==> config.mk <==
export PLATFORM = sky130hd
export DESIGN_NAME = dmem_bridge
export DESIGN_NICKNAME = d
export VERILOG_FILES = /design/src/rtl/pfr_mem_pkg.sv /design/src/rtl/dmem_strb_gen.sv /design/src/rtl/dmem_bridge.sv
export SDC_FILE = /design/constraint.sdc
export NUM_CORES = 1
export LEC_CHECK = 0
export ABC_AREA = 1
export ABC_CLOCK_PERIOD_IN_PS = 22800
export CAP_MARGIN = 5
export CORE_AREA = 2 2 161 163
export DETAILED_ROUTE_END_ITERATION = 8
export DIE_AREA = 0 0 163 165
export PLACE_DENSITY = 0.74
export SLEW_MARGIN = 10
export SYNTH_ARGS = -nofsm -noshare
export SYNTH_HDL_FRONTEND = slang
export SYNTH_SLANG_ARGS = --single-unit
==> constraint.sdc <==
create_clock -name clk -period 22.8 [get_ports clk]
set_input_delay 4.56 -clock clk [delete_from_list [all_inputs] [get_ports clk]]
set_output_delay 4.56 -clock clk [all_outputs]
set_load 0.01 [all_outputs]
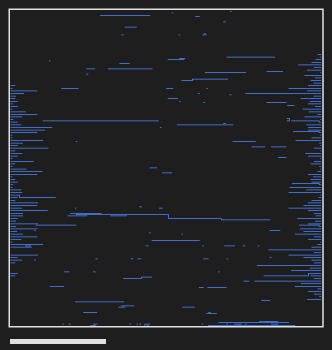
*Met3 routing, run 1*
Bar = 50 microns.
213 nets have wire on it. The layer carries 1950 microns of wire.
met3 demand-to-capacity share in global routing: 4.169%
vias: 9105
Total Routed Length: 29.71 mm

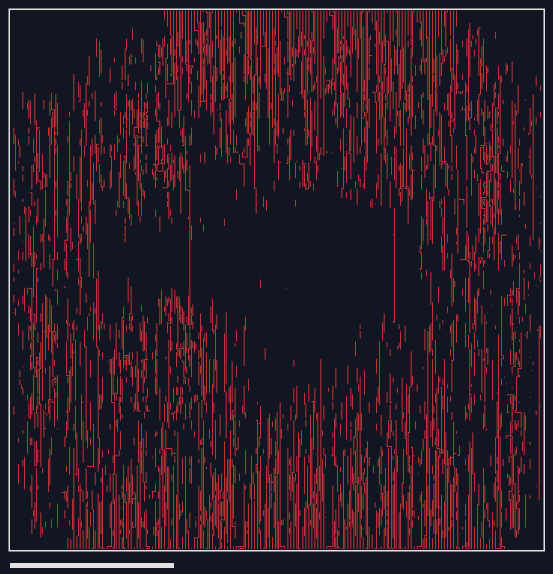
*The metal 2 layer, run 1*
Bar = 50 microns.
The layer carries 14600 microns of wire. 1396 nets have wire on it.
met2 Use GR: 36.90%

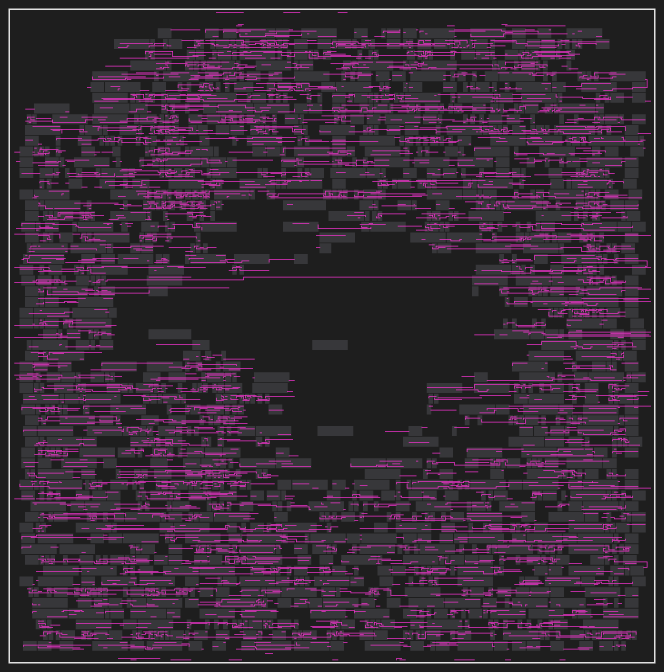
*The metal 1 layer, run 1*
The wires run mostly horizontal. The layer holds 40% of the routed length. 1590 nets have wire on it. The layer carries 11900 microns of wire.
GR met1 Demand/Resource: 26.20%

==> results.txt, run 1 <==
Notes on the physical implementation.

- The required time of the critical path is about 18 ns, for reference.
- The launching element type of the critical path is a primary input, for reference.
- The maximum vdd ir drop is approximately 0.088 mV, for reference.
- The proportion of power drawn by the clock network is 20.1%, for reference.
- The final report lists the setup-violating endpoint count as 0.
- The via count of the first global-routing pass is between 8000 and 9000, for reference.
- Setup repair after global routing left no endpoint under its margin.
- The post-place instance area is between 10000 and 15000 sq um, for reference.
- The initialized floorplan defines a little under 60 standard-cell rows.
- For this run, the top clock speed supported by timing is just over 90 MHz.
- Compared with the post-synthesis result, the final layout area differs by 50.63%.
- Entering global routing, the biggest net connects between 100 and 150 pins.
- In the final layout, the share of cells above drive strength 1 is under 10%.
- The most common cell in the netlist is sky130_fd_sc_hd__nand2_1, for reference.
- The post-detailed-route wirelength per cell is 15.32 microns, for reference.
- In this run the register-to-register setup slack is a little under 20 ns.
- The sum of overflow across all layers after global routing is 0, for reference.
- The floorplan die area is 26900 sq um, for reference.
- In this run, synthesis inferred 0 flip-flops with an integrated enable.
- The number of buffers created by CTS is 25, for reference.
- The run finished with clean final reports.
- The period utilization is 48.24%, for reference.
- The antenna diode count is 0, for reference.
- The fraction of synthesized cell area taken by the top area cell type is 53.97%, for reference.
- Along the worst path, the maximum fanout reaches about 42.
- The first global-routing pass estimated 46.36 mm of wire.
- The vertical die size is between 150 and 200 microns, for reference.
- In this run the number of H-tree levels came out at 1.
- The cell count after synthesis is roughly 1200, for reference.
- The kind of capture point of the worst setup path is an output pin, for reference.
- The placeable core region is ~25000 sq um, for reference.
- Detailed-route iteration 0 reported a violation count of 675.
- The final design area excluding fillers is between 10000 and 15000 sq um, for reference.
- At the floorplan stage, the core utilization is reported as between 30% and 40%.
- Post-CTS timing repair inserted 0 buffers for setup.
- The net count entering floorplan is 1458, for reference.
- The number of routed nets with antenna violations is 0, for reference.
- During I/O placement, the number of pins put on the boundary was between 400 and 500.
- The sequential share of the synthesized area is approximately 54%, for reference.
- By area the synthesized netlist is led by sky130_fd_sc_hd__dfrtp_1 54%, sky130_fd_sc_hd__nand2_1 22%, sky130_fd_sc_hd__ha_1 4.7%, sky130_fd_sc_hd__nand4_1 4.1%, sky130_fd_sc_hd__inv_1 4.0%.
- The total internal power is ~0.0012 W, for reference.
- The multi-input combinational cells in the finished layout cover a total of ~3800 sq um.
- The initial antenna violation count is 0, for reference.
- The clock insertion delay at the later pin of the skew report is 0.52 ns, for reference.
[run 1: power groups by stage]
stage	clock, W	sequential (W)	combinational [W]
2_1_floorplan	0	0.000712	0.000397
3_3_place_gp	0	0.000633	0.000929
3_5_place_dp	0	0.000638	0.000944
4_1_cts	0.000405	0.000636	0.000948
5_1_grt	0.000422	0.000656	0.00102
6_report	0.000395	0.000636	0.000935
[run 1: critical path, cell delays in order]
cell and delay, ns:
sky130_fd_sc_hd__clkdlybuf4s50_1 0.47, sky130_fd_sc_hd__inv_1 0.06, sky130_fd_sc_hd__nand2_1 0.18, sky130_fd_sc_hd__nand2_4 0.33, sky130_fd_sc_hd__a21oi_1 0.25, sky130_fd_sc_hd__clkdlybuf4s50_1 0.58
[run 1: area by class of cell]
| cell class | count | share of cell area (%) |
|---|---|---|
| Clock buffer | 37 | 4.911 |
| Clock inverter | 4 | 0.4962 |
| Inverter | 108 | 2.792 |
| Multi-Input combinational cell | 834 | 25.46 |
| Sequential cell | 213 | 35.83 |
| Tap cell | 330 | 2.775 |
| Timing Repair Buffer | 414 | 27.74 |
[run 1: logic make-up after synthesis]
family          count (synthesis)  synth area share [%]
compound gates                 48                 2.749
xor+xnor                        1               0.08869
fa+ha+maj                      37                 4.687
buf+inv                       172                 7.778
flops                         213                 53.97
simple gates                  748                 30.73
[run 1: per-layer routing]
| metal | track usage [%] | vias to the layer above | wire length [microns] |
|---|---|---|---|
| met5 | 0 | - | 0 |
| met4 | 9.051 | 0 | 1242 |
| met3 | 4.169 | 80 | 1954 |
| met2 | 36.90 | 312 | 14600 |
| met1 | 26.20 | 4205 | 11910 |
| li1 | - | 4508 | - |
[run 1: stage by stage]
stage / total power, W / util, %
floorplan: 0.001109 / -
global placement: 0.001562 / 56.21
detailed placement: 0.001583 / 56.21
CTS: 0.001988 / 59.43
global route: 0.002101 / 59.43
finish: 0.001966 / 59.43
[run 1: cells in the final DEF, fill, tap and decap left out, drive strengths merged, types with 2 or more instances in the layout]
master         instances
a21oi                 25
dfrtp                213
nand4                 65
clkbuf                37
o21ai                 19
nor3                   2
buf                    7
inv                  108
ha                    37
nand3                 22
nand2                575
bufinv                 2
clkdlybuf4s50        407
nor2                  84
clkinv                 2
==> inputs of run 2 (changes only) <==
--- a/config.mk
+++ b/config.mk
@@ -6,12 +6,12 @@
 export NUM_CORES = 1
 export LEC_CHECK = 0
 export ABC_AREA = 1
-export ABC_CLOCK_PERIOD_IN_PS = 22800
+export ABC_CLOCK_PERIOD_IN_PS = 10600
 export CAP_MARGIN = 5
-export CORE_AREA = 2 2 161 163
+export CORE_AREA = 2 2 160 162
 export DETAILED_ROUTE_END_ITERATION = 8
-export DIE_AREA = 0 0 163 165
-export PLACE_DENSITY = 0.74
+export DIE_AREA = 0 0 162 164
+export PLACE_DENSITY = 0.75
 export SLEW_MARGIN = 10
 export SYNTH_ARGS = -nofsm -noshare
 export SYNTH_HDL_FRONTEND = slang
==> constraint.sdc (replaced) <==
create_clock -name clk -period 10.6 [get_ports clk]
set_input_delay 2.12 -clock clk [delete_from_list [all_inputs] [get_ports clk]]
set_output_delay 2.12 -clock clk [all_outputs]
set_load 0.01 [all_outputs]
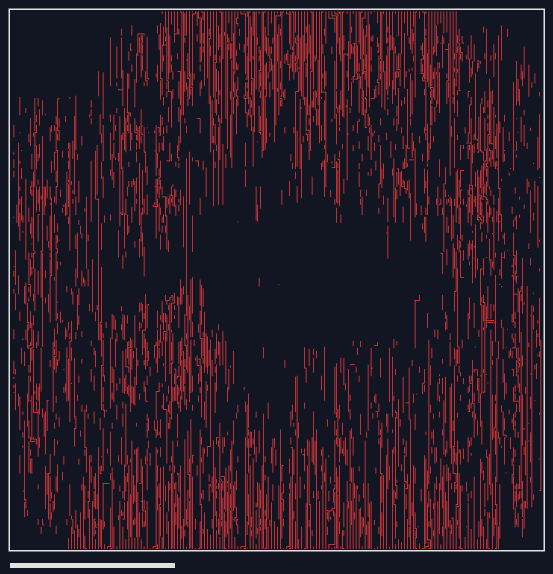
*The metal 2 layer, run 2*
Bar = 50 microns.
The layer carries 14300 microns of wire. The longest straight run is 67.5 microns.
met2 Use GR: 36.75%
Total Routed Length: 29.78 mm
vias: 9225

==> results.txt, run 2 <==
Notes on the physical implementation.

- The kind of capture point of the worst setup path is an output pin, for reference.
- The top-level port count is 409, for reference.
- The run finished with clean final reports.
- The synthesized design contains 0 enable-type register cells.
- At the floorplan stage, the core utilization is reported as between 30% and 40%.
- sky130_fd_sc_hd__nand2_1 is the most common cell in the netlist.
- The area growth from synthesis to layout is 51.43%, for reference.
- The dominant logic cell type in the layout is sky130_fd_sc_hd__nand2_1, for reference.
- In this run the biggest area consumer among cell types represents between 50% and 60% of the synthesized area.
- The violation count after the first detailed-routing iteration is 803, for reference.
- The vertical die size is approximately 160 microns, for reference.
- The maximum frequency from static timing analysis is between 150 and 200 MHz, for reference.
- Data on the critical path is required at its endpoint by approximately 8.5 ns.
- By area the synthesized netlist is led by sky130_fd_sc_hd__dfrtp_1 54%, sky130_fd_sc_hd__nand2_1 22%, sky130_fd_sc_hd__ha_1 4.7%, sky130_fd_sc_hd__nand4_1 4.1%, sky130_fd_sc_hd__inv_1 4.0%.
- The floorplan die area is about 27000 sq um, for reference.
- In this run the number of H-tree levels came out at 1.
- The cell depth of the worst setup path is 6, for reference.
- The utilization of the core after routing is 60.26%, for reference.
- The critical path contains buffers and inverters numbering 3 combined.
- Per the GRT congestion report, total overflow comes to 0.
- The critical path goes through clkdlybuf4s50_1 -> inv_1 -> nand2_1 -> nand2_4 -> a21oi_1 -> clkdlybuf4s50_1.
- The worst stage delay on the critical path is between 0.5 and 0.6 ns, for reference.
- By instance count, the cell type seen most on the critical path is sky130_fd_sc_hd__clkdlybuf4s50_1.
- The kind of cell with the highest combined delay on the critical path is buffers and inverters, for reference.
- Per the TritonCTS log, the buffer count is 26.
- The post-CTS setup buffer count is 0, for reference.
- The wire length of the first global-routing pass is about 47 mm, for reference.
- The placeable core region is approximately 25000 sq um, for reference.
- In the layout the commonest cells are 573 x sky130_fd_sc_hd__nand2_1, 407 x sky130_fd_sc_hd__clkdlybuf4s50_1, 213 x sky130_fd_sc_hd__dfrtp_1, 102 x sky130_fd_sc_hd__inv_1, 81 x sky130_fd_sc_hd__nor2_1.
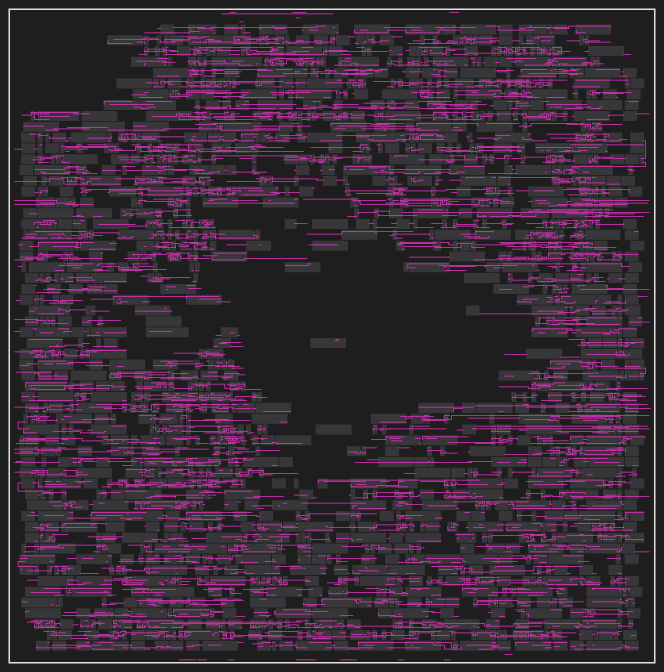
*The metal 1 layer, run 2*
The layer holds 40% of the routed length. 1584 nets have wire on it.
GR met1 Demand/Resource: 27.07%

[run 2: cell counts after synthesis]
No cell type changed its count.
[run 2: power by group through the flow]
stage | clock (W) | sequential, W | combinational (W)
3_3_place_gp | 0 | 0.00136 | 0.00199
2_1_floorplan | 0 | 0.00153 | 0.000854
5_1_grt | 0.000966 | 0.00141 | 0.00220
4_1_cts | 0.000929 | 0.00137 | 0.00203
3_5_place_dp | 0 | 0.00137 | 0.00202
6_report | 0.000906 | 0.00137 | 0.00200
[run 2: cell type report]
| class | instances | area, sq um | share of cell area [%] |
|---|---|---|---|
| timing repair buffer | 414 | 4126 | 27.59 |
| multi-input combinational | 834 | 3789 | 25.33 |
| sequential | 213 | 5330 | 35.64 |
| antenna | 1 | 2.502 | 0.01673 |
| clock buffer | 37 | 753.2 | 5.036 |
| clock inverter | 9 | 128.9 | 0.8616 |
| inverter | 108 | 414.1 | 2.769 |
| tap | 330 | 412.9 | 2.761 |
[run 2: metrics by stage]
| step | setup slack [ns] | power [W] | area (sq um) |
|---|---|---|---|
| detailed placement | 4.534 | 0.003390 | 14070 |
| global placement | 4.560 | 0.003355 | 14070 |
| global route | 4.410 | 0.004580 | 14950 |
| floorplan | 2.657 | 0.002385 | 9877 |
| finish | 4.539 | 0.004277 | 14960 |
| CTS | 4.519 | 0.004322 | 14950 |
[run 2: layer usage]
| layer | vias to the layer above | routed length [microns] | global-route usage (%) |
|---|---|---|---|
| li1 | 4516 | - | - |
| met1 | 4280 | 11880 | 27.07 |
| met2 | 346 | 14300 | 36.75 |
| met3 | 83 | 2213 | 4.571 |
| met4 | 0 | 1387 | 9.895 |
| met5 | - | 0 | 0 |
[run 2: cells by family (layout without fill, tap and decap cells)]
group,after synthesis,after routing,share of synthesized area (%)
other,0,1,0
buffers and inverters,172,568,7.778
DFF,213,213,53.97
and+or+nand+nor,748,748,30.73
xor gates and xnor gates,1,1,0.08869
adders and majority gates,37,37,4.687
AOI/OAI and AO/OA,48,48,2.749
[run 2: tightest hold or removal path: cells and delay by family, from the launching register on]
kind	cells	cell delay, ns
flops	1	0.34
simple gates	2	0.09
Power and IR drop assume default switching activity.
